[src/rtl/mc_ctrl_if.sv]
// rtl/mc_ctrl_if.sv - IFU/datapath control bundle driven by mc_ctrl
interface mc_ctrl_if #(parameter int RET_W = 32);
  logic [31:0]      instr;
  logic             zero;
  logic             pc_we;
  logic [1:0]       npc_sel;
  logic             reg_we;
  logic [1:0]       reg_dst;
  logic [1:0]       wd_sel;
  logic             alu_src;
  logic             ext_op;
  logic [1:0]       alu_op;
  logic             mem_we;
  logic [2:0]       state;
  logic             halted;
  logic [RET_W-1:0] retired;

  modport master (
    input  instr, zero,
    output pc_we, npc_sel, reg_we, reg_dst, wd_sel, alu_src, ext_op,
           alu_op, mem_we, state, halted, retired
  );

  modport slave (
    output instr, zero,
    input  pc_we, npc_sel, reg_we, reg_dst, wd_sel, alu_src, ext_op,
           alu_op, mem_we, state, halted, retired
  );
endinterface

[src/rtl/mc_ctrl.sv]
// rtl/mc_ctrl.sv - multi-cycle MIPS main controller (FETCH/DECODE/EXEC/MEM/WB/HALT)
module mc_ctrl #(
  parameter int RET_W = 32
) (
  input  logic      clk,
  input  logic      reset,
  mc_ctrl_if.master mc
);

  typedef enum logic [2:0] {
    FETCH = 3'd0, DECODE = 3'd1, EXEC = 3'd2, MEM = 3'd3, WB = 3'd4, HALT = 3'd5
  } state_t;

  typedef enum logic [3:0] {
    I_NOP, I_ADDU, I_SUBU, I_ORI, I_LUI, I_LW, I_SW, I_BEQ, I_J, I_JAL, I_JR, I_BAD
  } kind_t;

  state_t           state_q, state_d;
  logic [31:0]      ir_q;
  logic [RET_W-1:0] retired_q;
  logic             halted_q;
  kind_t            kind;
  logic             terminal;

  logic       pc_we_c, reg_we_c, mem_we_c, alu_src_c, ext_op_c;
  logic [1:0] npc_sel_c, reg_dst_c, wd_sel_c, alu_op_c;

  always_comb begin
    kind = I_BAD;
    case (ir_q[31:26])
      6'h00: begin
        if (ir_q == 32'd0)           kind = I_NOP;
        else if (ir_q[5:0] == 6'h21) kind = I_ADDU;
        else if (ir_q[5:0] == 6'h23) kind = I_SUBU;
        else if (ir_q[5:0] == 6'h08) kind = I_JR;
        else                         kind = I_BAD;
      end
      6'h0d:   kind = I_ORI;
      6'h0f:   kind = I_LUI;
      6'h23:   kind = I_LW;
      6'h2b:   kind = I_SW;
      6'h04:   kind = I_BEQ;
      6'h02:   kind = I_J;
      6'h03:   kind = I_JAL;
      default: kind = I_BAD;
    endcase
  end

  always_ff @(posedge clk or negedge reset) begin
    if (!reset) begin
      state_q   <= FETCH;
      ir_q      <= '0;
      retired_q <= '0;
      halted_q  <= 1'b0;
    end else begin
      state_q <= state_d;
      if (state_q == FETCH) ir_q <= mc.instr;
      if (terminal) retired_q <= retired_q + 1'b1;
      if (state_q == DECODE && kind == I_BAD) halted_q <= 1'b1;
    end
  end

  always_comb begin
    state_d = state_q;
    case (state_q)
      FETCH:  state_d = DECODE;
      DECODE: begin
        case (kind)
          I_NOP, I_J, I_JR: state_d = FETCH;
          I_JAL:            state_d = WB;
          I_BAD:            state_d = HALT;
          default:          state_d = EXEC;
        endcase
      end
      EXEC: begin
        case (kind)
          I_BEQ:      state_d = FETCH;
          I_LW, I_SW: state_d = MEM;
          default:    state_d = WB;
        endcase
      end
      MEM:     state_d = (kind == I_SW) ? FETCH : WB;
      WB:      state_d = FETCH;
      HALT:    state_d = HALT;
      default: state_d = FETCH;
    endcase
  end

  // An instruction retires on the edge that leaves its last working state.
  assign terminal = (state_q inside {DECODE, EXEC, MEM, WB}) && (state_d == FETCH);

  always_comb begin
    pc_we_c   = 1'b0;
    npc_sel_c = 2'b00;
    reg_we_c  = 1'b0;
    reg_dst_c = 2'b00;
    wd_sel_c  = 2'b00;
    alu_src_c = 1'b0;
    ext_op_c  = 1'b0;
    alu_op_c  = 2'b00;
    mem_we_c  = 1'b0;
    case (state_q)
      DECODE: begin
        case (kind)
          I_NOP:   pc_we_c = 1'b1;
          I_J:     begin pc_we_c = 1'b1; npc_sel_c = 2'b10; end
          I_JR:    begin pc_we_c = 1'b1; npc_sel_c = 2'b01; end
          default: ;
        endcase
      end
      EXEC: begin
        case (kind)
          I_SUBU:     alu_op_c = 2'b01;
          I_ORI:      begin alu_src_c = 1'b1; alu_op_c = 2'b10; end
          I_LW, I_SW: begin alu_src_c = 1'b1; ext_op_c = 1'b1; end
          I_BEQ: begin
            alu_op_c  = 2'b01;
            pc_we_c   = 1'b1;
            npc_sel_c = mc.zero ? 2'b11 : 2'b00;
          end
          default: ;
        endcase
      end
      MEM: begin
        if (kind == I_SW) begin
          mem_we_c = 1'b1;
          pc_we_c  = 1'b1;
        end
      end
      WB: begin
        pc_we_c  = 1'b1;
        reg_we_c = 1'b1;
        case (kind)
          I_ADDU, I_SUBU: reg_dst_c = 2'b01;
          I_LUI:          wd_sel_c  = 2'b11;
          I_LW:           wd_sel_c  = 2'b01;
          I_JAL: begin
            reg_dst_c = 2'b10;
            wd_sel_c  = 2'b10;
            npc_sel_c = 2'b10;
          end
          default: ;
        endcase
      end
      default: ;
    endcase
  end

  // Write enables are forced low for as long as reset is held, independent of state.
  assign mc.pc_we   = pc_we_c & reset;
  assign mc.reg_we  = reg_we_c & reset;
  assign mc.mem_we  = mem_we_c & reset;
  assign mc.npc_sel = npc_sel_c;
  assign mc.reg_dst = reg_dst_c;
  assign mc.wd_sel  = wd_sel_c;
  assign mc.alu_src = alu_src_c;
  assign mc.ext_op  = ext_op_c;
  assign mc.alu_op  = alu_op_c;
  assign mc.state   = state_q;
  assign mc.halted  = halted_q;
  assign mc.retired = retired_q;

endmodule

[src/flat_wrapper.sv]
// flat-port wrapper written by rule: the top's interface ports become plain ports
module mc_ctrl_flat 
#(
  parameter int RET_W = 32
)
  (clk, reset, mc_instr, mc_zero, mc_pc_we, mc_npc_sel, mc_reg_we, mc_reg_dst, mc_wd_sel, mc_alu_src, mc_ext_op, mc_alu_op, mc_mem_we, mc_state, mc_halted, mc_retired);
  mc_ctrl_if #(.RET_W(RET_W)) mc_i ();
  input  logic clk;
  input  logic reset;
  input wire logic [$bits(mc_i.instr)-1:0] mc_instr;
  input wire logic [$bits(mc_i.zero)-1:0] mc_zero;
  output wire logic [$bits(mc_i.pc_we)-1:0] mc_pc_we;
  output wire logic [$bits(mc_i.npc_sel)-1:0] mc_npc_sel;
  output wire logic [$bits(mc_i.reg_we)-1:0] mc_reg_we;
  output wire logic [$bits(mc_i.reg_dst)-1:0] mc_reg_dst;
  output wire logic [$bits(mc_i.wd_sel)-1:0] mc_wd_sel;
  output wire logic [$bits(mc_i.alu_src)-1:0] mc_alu_src;
  output wire logic [$bits(mc_i.ext_op)-1:0] mc_ext_op;
  output wire logic [$bits(mc_i.alu_op)-1:0] mc_alu_op;
  output wire logic [$bits(mc_i.mem_we)-1:0] mc_mem_we;
  output wire logic [$bits(mc_i.state)-1:0] mc_state;
  output wire logic [$bits(mc_i.halted)-1:0] mc_halted;
  output wire logic [$bits(mc_i.retired)-1:0] mc_retired;
  assign mc_i.instr = mc_instr;
  assign mc_i.zero = mc_zero;
  assign mc_pc_we = mc_i.pc_we;
  assign mc_npc_sel = mc_i.npc_sel;
  assign mc_reg_we = mc_i.reg_we;
  assign mc_reg_dst = mc_i.reg_dst;
  assign mc_wd_sel = mc_i.wd_sel;
  assign mc_alu_src = mc_i.alu_src;
  assign mc_ext_op = mc_i.ext_op;
  assign mc_alu_op = mc_i.alu_op;
  assign mc_mem_we = mc_i.mem_we;
  assign mc_state = mc_i.state;
  assign mc_halted = mc_i.halted;
  assign mc_retired = mc_i.retired;
  mc_ctrl #(.RET_W(RET_W)) u_core (.clk(clk), .reset(reset), .mc(mc_i));
endmodule
[config.mk]
export PLATFORM = sky130hd
export DESIGN_NAME = mc_ctrl_flat
export DESIGN_NICKNAME = d
export VERILOG_FILES = /design/src/rtl/mc_ctrl_if.sv /design/src/rtl/mc_ctrl.sv /design/src/flat_wrapper.sv
export SDC_FILE = /design/constraint.sdc
export NUM_CORES = 1
export LEC_CHECK = 0
export ABC_AREA = 0
export CORE_MARGIN = 4
export CORE_UTILIZATION = 50
export DETAILED_ROUTE_END_ITERATION = 6
export GPL_TIMING_DRIVEN = 0
export HOLD_SLACK_MARGIN = 0.15
export PLACE_DENSITY = 0.78
export SLEW_MARGIN = 15
export SYNTH_ARGS = -nofsm -noshare
export SYNTH_HDL_FRONTEND = slang
export SYNTH_SLANG_ARGS = --single-unit
[constraint.sdc]
create_clock -name clk -period 4.1 [get_ports clk]
set_clock_uncertainty 0.1 [all_clocks]
set_input_delay 0.41 -clock clk [delete_from_list [all_inputs] [get_ports clk]]
set_output_delay 0.41 -clock clk [all_outputs]
set_load 0.05 [all_outputs]
Fig. 1: run 1, routed metal, one colour a layer
(4 px per um) Two of the layers only.
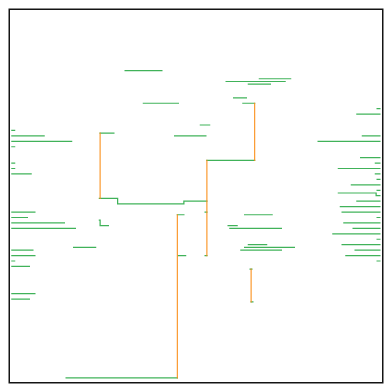
legend:
  green:
    layer: M3
    wire_length: 435 um
  orange:
    layer: M4
    wire_length: 103 um

Fig. 2: run 1, met1 routing
(4 px per um) Supply wires on this layer in grey.
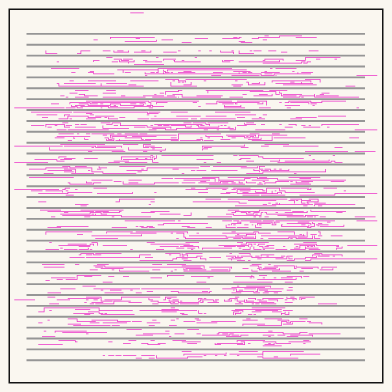
longest straight run: 29.0 um
main direction: horizontal
share of all routed wire: 44%
nets with wire on the layer: 404

Fig. 3: run 1, selected gate families
(4 px per um)
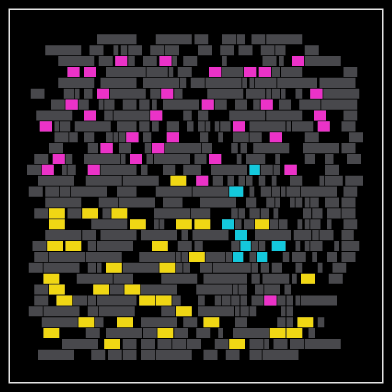
legend:
  yellow:
    family: mux cells
    cells: 34
  cyan:
    family: non-inverting ao/oa cells
    cells: 8
  magenta:
    family: xor and xnor cells
    cells: 33

==> flow_metrics.tcl, run 1 <==
# implementation run metrics
set metrics [dict create \
    finalSetupViolCount 0 \
    fill_cells 553 \
    clock.fmax_ghz 0.2594 \
    worst_pin_slew_ps 849.2 \
    clkLatencyLatePin_ps 340 \
    warnings 26 \
    status "completed" \
    area_growth_pct 33.28 \
    routed-wl-met2_um 4438 \
    drv_cap 0 \
    seq_share_pct 35.33 \
    ff_type "dfrtp_1" \
    holdPathEnd "u_core.mc.retired[31]" \
    start_kind "flop" \
    tns_ps 0 \
    routed.top_layer "met4" \
    ys.flops 68 \
    ff_count 68 \
    yosysChipArea_um2 3613 \
    period_used_pct 94.02 \
    grt.busiest_layer "met2" \
    synthesis.area_um2 3613 \
    root_buffer "clkbuf_8" \
    clock-sinks 68 \
    clk_path_buf_depth 2 \
    num-clock-buffers 10 \
    hp-class "reg2reg" \
    synthAdderAreaFrac_pct 0.3463 \
    die_x_um 93.01 \
    r2r-end "u_core.mc.retired[24]" \
    mux_area_share_pct 10.53 \
    drive_gt1_share_pct 17.18 \
    ys_types 53 \
    power.leakage_nw 2.001 \
    taps 96 \
    drt_first_pass_iters 5 \
    synthArstFlopShare_pct 100.0 \
    inverters 5 \
    comb_area_um2 1831 \
    regArea_um2 1702 \
    ys.warnings.count 0 \
    synthAoiAreaFrac_pct 16.31 \
    io_buffers 83 \
    drt-total-wl_um 8949 \
]
==> run 1: how the worst max path moves through the flow <==
stage	start	end	slack, ps	cells past startpoint
2_1_floorplan	u_core.ir_q[26]	mc_alu_src	440	8
3_3_place_gp	reset	mc_pc_we	-850	4
3_5_place_dp	u_core.ir_q[26]	mc_npc_sel[0]	370	8
4_1_cts	u_core.ir_q[26]	mc_pc_we	50	9
5_1_grt	u_core.ir_q[26]	mc_reg_dst[0]	90	8
6_report	u_core.ir_q[26]	mc_reg_dst[0]	250	8
==> run 1: report_power, final <==
group	internal, mW	switching, mW
logic	0.534	0.755
registers	0.874	0.155
clock network	0.281	0.264
total	1.69	1.17
==> run 1: cell usage after synthesis, types with 2 or more instances <==
| library cell | count | share of area [%] |
|---|---|---|
| nand2_1 | 17 | 1.8 |
| o2111ai_1 | 4 | 0.97 |
| and3b_1 | 2 | 0.48 |
| xnor2_1 | 14 | 3.4 |
| clkbuf_1 | 11 | 1.1 |
| a211o_1 | 2 | 0.48 |
| mux2i_1 | 2 | 0.55 |
| o21ai_0 | 11 | 1.5 |
| o21bai_1 | 3 | 0.62 |
| a21oi_1 | 11 | 1.5 |
| nor2_1 | 15 | 1.6 |
| nor2b_1 | 3 | 0.52 |
| mux2_2 | 32 | 10 |
| a21o_1 | 3 | 0.62 |
| and2_1 | 3 | 0.52 |
| nand2b_1 | 5 | 0.87 |
| nand4_1 | 3 | 0.52 |
| a211oi_1 | 8 | 1.7 |
| and3_1 | 12 | 2.1 |
| dfrtp_1 | 68 | 47 |
| xor2_1 | 19 | 4.6 |
| inv_1 | 5 | 0.52 |
| a2111oi_4 | 3 | 2.3 |
| nor3b_1 | 2 | 0.42 |
| a2111oi_2 | 6 | 2.5 |
| o211ai_1 | 7 | 1.5 |
| nor4_1 | 7 | 1.2 |
| and4_1 | 2 | 0.48 |
| nor3_1 | 6 | 0.83 |
| nand3_1 | 12 | 1.7 |
| buf_2 | 4 | 0.55 |
==> run 1: stage by stage <==
step / utilization, % / hold WS, ps / worst slack, ps / cells
after floorplan: - / 14.41 / 435.5 / 324
after global placement: 66.18 / 355.6 / -854.7 / 503
after detailed placement: 66.54 / 212.6 / 373.4 / 504
after CTS: 69.46 / 382.7 / 46.43 / 521
after global routing: 69.73 / 400.7 / 88.50 / 521
final: 69.73 / 375.6 / 245.2 / 521
==> run 1: critical path, stage by stage, from the launching register on <==
cell	delay [ps]
dfrtp_1	360
buf_2	170
or4_4	560
nor2_2	120
o21ai_2	120
o221ai_4	310
mux2i_1	340
and3_1	210
clkdlybuf4s50_1	800
==> run 1: layout by cell type (no fill, tap or decap), types with 11 or more instances in the layout <==
cell / instances
a21oi_1: 11
xnor2_1: 14
nand3_1: 12
mux2_2: 32
clkbuf_1: 12
and3_1: 12
dfrtp_1: 68
nor2_1: 15
nand2_1: 17
clkdlybuf4s50_1: 78
xor2_1: 19
==> run 1: flip-flops by register name (all words and copies together), names as in the netlist <==
signal / count
u_core.ir_q: 32
u_core.mc.halted: 1
u_core.mc.retired: 32
u_core.mc.state: 3
==> run 1: repair_timing <==
action	CTS	global route
endpoints found under the hold margin	18	0
hold buffers	1	0
endpoints found under the setup margin	2	5
resized	2	4
==> run 1 -> run 2 <==
--- a/config.mk
+++ b/config.mk
@@ -7,12 +7,11 @@
 export LEC_CHECK = 0
 export ABC_AREA = 0
 export CORE_MARGIN = 4
-export CORE_UTILIZATION = 50
+export CORE_UTILIZATION = 45
 export DETAILED_ROUTE_END_ITERATION = 6
 export GPL_TIMING_DRIVEN = 0
 export HOLD_SLACK_MARGIN = 0.15
-export PLACE_DENSITY = 0.78
-export SLEW_MARGIN = 15
+export PLACE_DENSITY = 0.71
 export SYNTH_ARGS = -nofsm -noshare
 export SYNTH_HDL_FRONTEND = slang
 export SYNTH_SLANG_ARGS = --single-unit
Fig. 4: run 2, met1 routing
(4 px per um) Supply wires on this layer in grey.
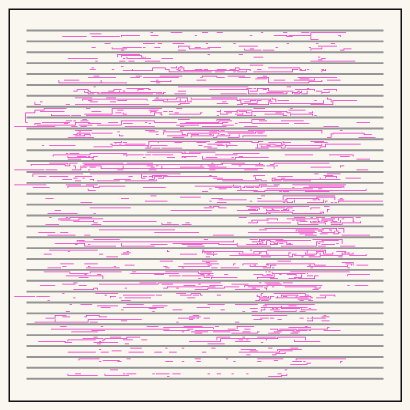
wire length on this layer: 3810 um
main direction: horizontal
share of all routed wire: 45%
nets with wire on the layer: 403

Fig. 5: run 2, routed metal, one colour a layer
(4 px per um) Two of the layers only.
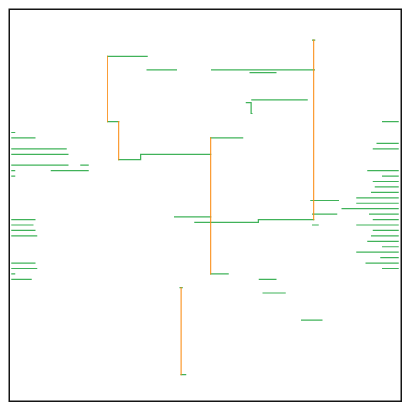
legend:
  orange:
    layer: M4
    wire_length: 127 um
  green:
    layer: M3
    wire_length: 433 um

Fig. 6: run 2, close-up of the layout
Window x 34 to 64, y 53 to 83 um. Cells in grey, sequential cells in the stronger grey; small squares are vias.
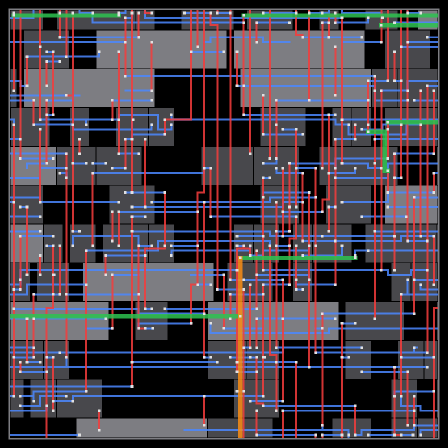
legend:
  orange:
    layer: M4
  green:
    layer: M3
  red:
    layer: M2
  blue:
    layer: M1
sequential cells in the window: 8
most frequent: dfrtp_1 (8), xnor2_1 (7)
cells with their middle in the window: 68
netlist names of flops here include: `u_core.mc.retired` (8)

==> run 2 against run 1 <==
Net effect: power decreased by 2.8%; routed wire length fell by 4.4%; core utilization fell by 8.3 points; sequential power is essentially flat; non-clock buffer count down 1; worst setup slack lost 32 ps; register-to-register slack gained 30 ps; hold slack improved by 2.3 ps; cell area fell by 0.94%; clock power decreased by 9.5%; critical path type unchanged; highest routed layer unchanged.
==> flow_metrics.tcl, run 2 <==
# implementation run metrics
set metrics [dict create \
    comb_area_um2 1819 \
    warnings 26 \
    finalNonFillerCells 526 \
    synthTopCellsByCount "68 x dfrtp_1, 32 x mux2_2, 19 x xor2_1" \
    ys_types 53 \
    finalSetupViolCount 0 \
    fin_util_pct 61.42 \
    fill_cells 688 \
    cp-endpoint "mc_reg_dst[0]" \
    period_used_pct 94.80 \
    placed_cells 509 \
    netlist.area_leader.share_pct 47.09 \
    clk_path_buf_depth 2 \
    drt-total-wl_um 8551 \
    antenna_found_initial 0 \
    setup_slack_ps 213.2 \
    clkLatencyLatePin_ps 340 \
    status "completed" \
    drive_gt1_share_pct 17.22 \
    ys.warnings.count 0 \
    ff_type "dfrtp_1" \
    start_kind "flop" \
    io_buffers 83 \
    setup.worst_path.start "u_core.ir_q[26]" \
    power.leakage_nw 1.977 \
    hp-class "reg2reg" \
    root_buffer "clkbuf_8" \
    yosysChipArea_um2 3613 \
    drt_first_pass_iters 4 \
    lay_top_count "clkdlybuf4s50_1" \
    grt.busiest_layer "met2" \
    area_growth_pct 32.03 \
    most-common-layout-cells "79 x clkdlybuf4s50_1, 68 x dfrtp_1, 32 x mux2_2" \
    most_common_cell "dfrtp_1" \
    dpl_worst_slack_ps 427.2 \
    hold_slack_ps 377.9 \
    netlist_top_cells_area "dfrtp_1 47%, mux2_2 10%, xor2_1 4.6%" \
    clock-sinks 68 \
    synthArstFlopShare_pct 100.0 \
    r2r-end "u_core.mc.retired[22]" \
    synthesis.area_um2 3613 \
    drv_cap 0 \
]
-- run 2: cell types whose count changed in the layout (fill, tap and decap cells not counted), sizes merged --
cell and change:
buf -1, bufinv -1, clkdlybuf4s50 +1, clkinv +1, dlygate4sd2 -1
-- run 2: final cells by class --
cell class / instances / area share (%)
Tap cell: 102 / 2.675
Multi-Input combinational cell: 234 / 38.13
Buffer: 17 / 1.678
Clock buffer: 10 / 2.885
Inverter: 5 / 0.3934
Clock inverter: 6 / 0.8392
Timing Repair Buffer: 84 / 17.73
Sequential cell: 68 / 35.67
-- run 2: kinds of logic (layout without fill, tap and decap cells) --
logic type	after synthesis	count (layout)
XOR/XNOR	33	33
adder cells (fa/ha/maj)	1	1
multiplexers	34	34
buffers and inverters	22	122
flip-flops	68	68
AND-OR/OR-AND	69	69
AND/OR/NAND/NOR	97	97
-- run 2: timing repair --
action | 4_1_cts | 5_1_grt
gates resized | 0 | 4
hold endpoints to repair | 68 | 0
hold buffers | 1 | 0
setup endpoints to repair | 0 | 5
-- run 2: critical path, cell delays in order, from the launching register on --
cell	delay [ps]
dfrtp_1	360
buf_2	170
or4_4	570
nor2_2	120
o21ai_2	110
o221ai_2	390
mux2i_1	320
and3_1	180
clkdlybuf4s50_1	800
-- run 2: where the power goes --
part / switching, mW / total (mW) / leakage (nW) / internal, mW
Clock: 0.258 / 0.493 / 0.0920 / 0.234
Sequential: 0.146 / 1.02 / 0.858 / 0.874
Combinational: 0.743 / 1.27 / 1.03 / 0.528
-- run 2: how the worst min path moves through the flow --
| stage | startpoint | endpoint | slack [ps] | cells past startpoint |
|---|---|---|---|---|
| 2_1_floorplan | reset | u_core.ir_q[0] | 10 | 0 |
| 3_3_place_gp | u_core.mc.retired[31] | u_core.mc.retired[31] | 360 | 1 |
| 3_5_place_dp | u_core.mc.halted | u_core.mc.halted | 360 | 1 |
| 4_1_cts | u_core.mc.halted | u_core.mc.halted | 380 | 1 |
| 5_1_grt | u_core.mc.retired[23] | u_core.mc.retired[23] | 410 | 1 |
| 6_report | u_core.mc.halted | u_core.mc.halted | 380 | 1 |
-- run 2: per-stage QoR --
step                instance area, um2  TNS [ps]
CTS                               4763         0
global route                      4771         0
global placement                  4578     -2513
finish                            4771         0
floorplan                         3620         0
detailed placement                4576         0
-- run 2: per-layer routing --
metal  vias up  share of wire [%]
met1      1439                 44
met3        12                5.1
met2        74                 49
met5         -                  0
met4         0                1.5
li1       1387                  -
Power is estimated from default activity; no workload was simulated.
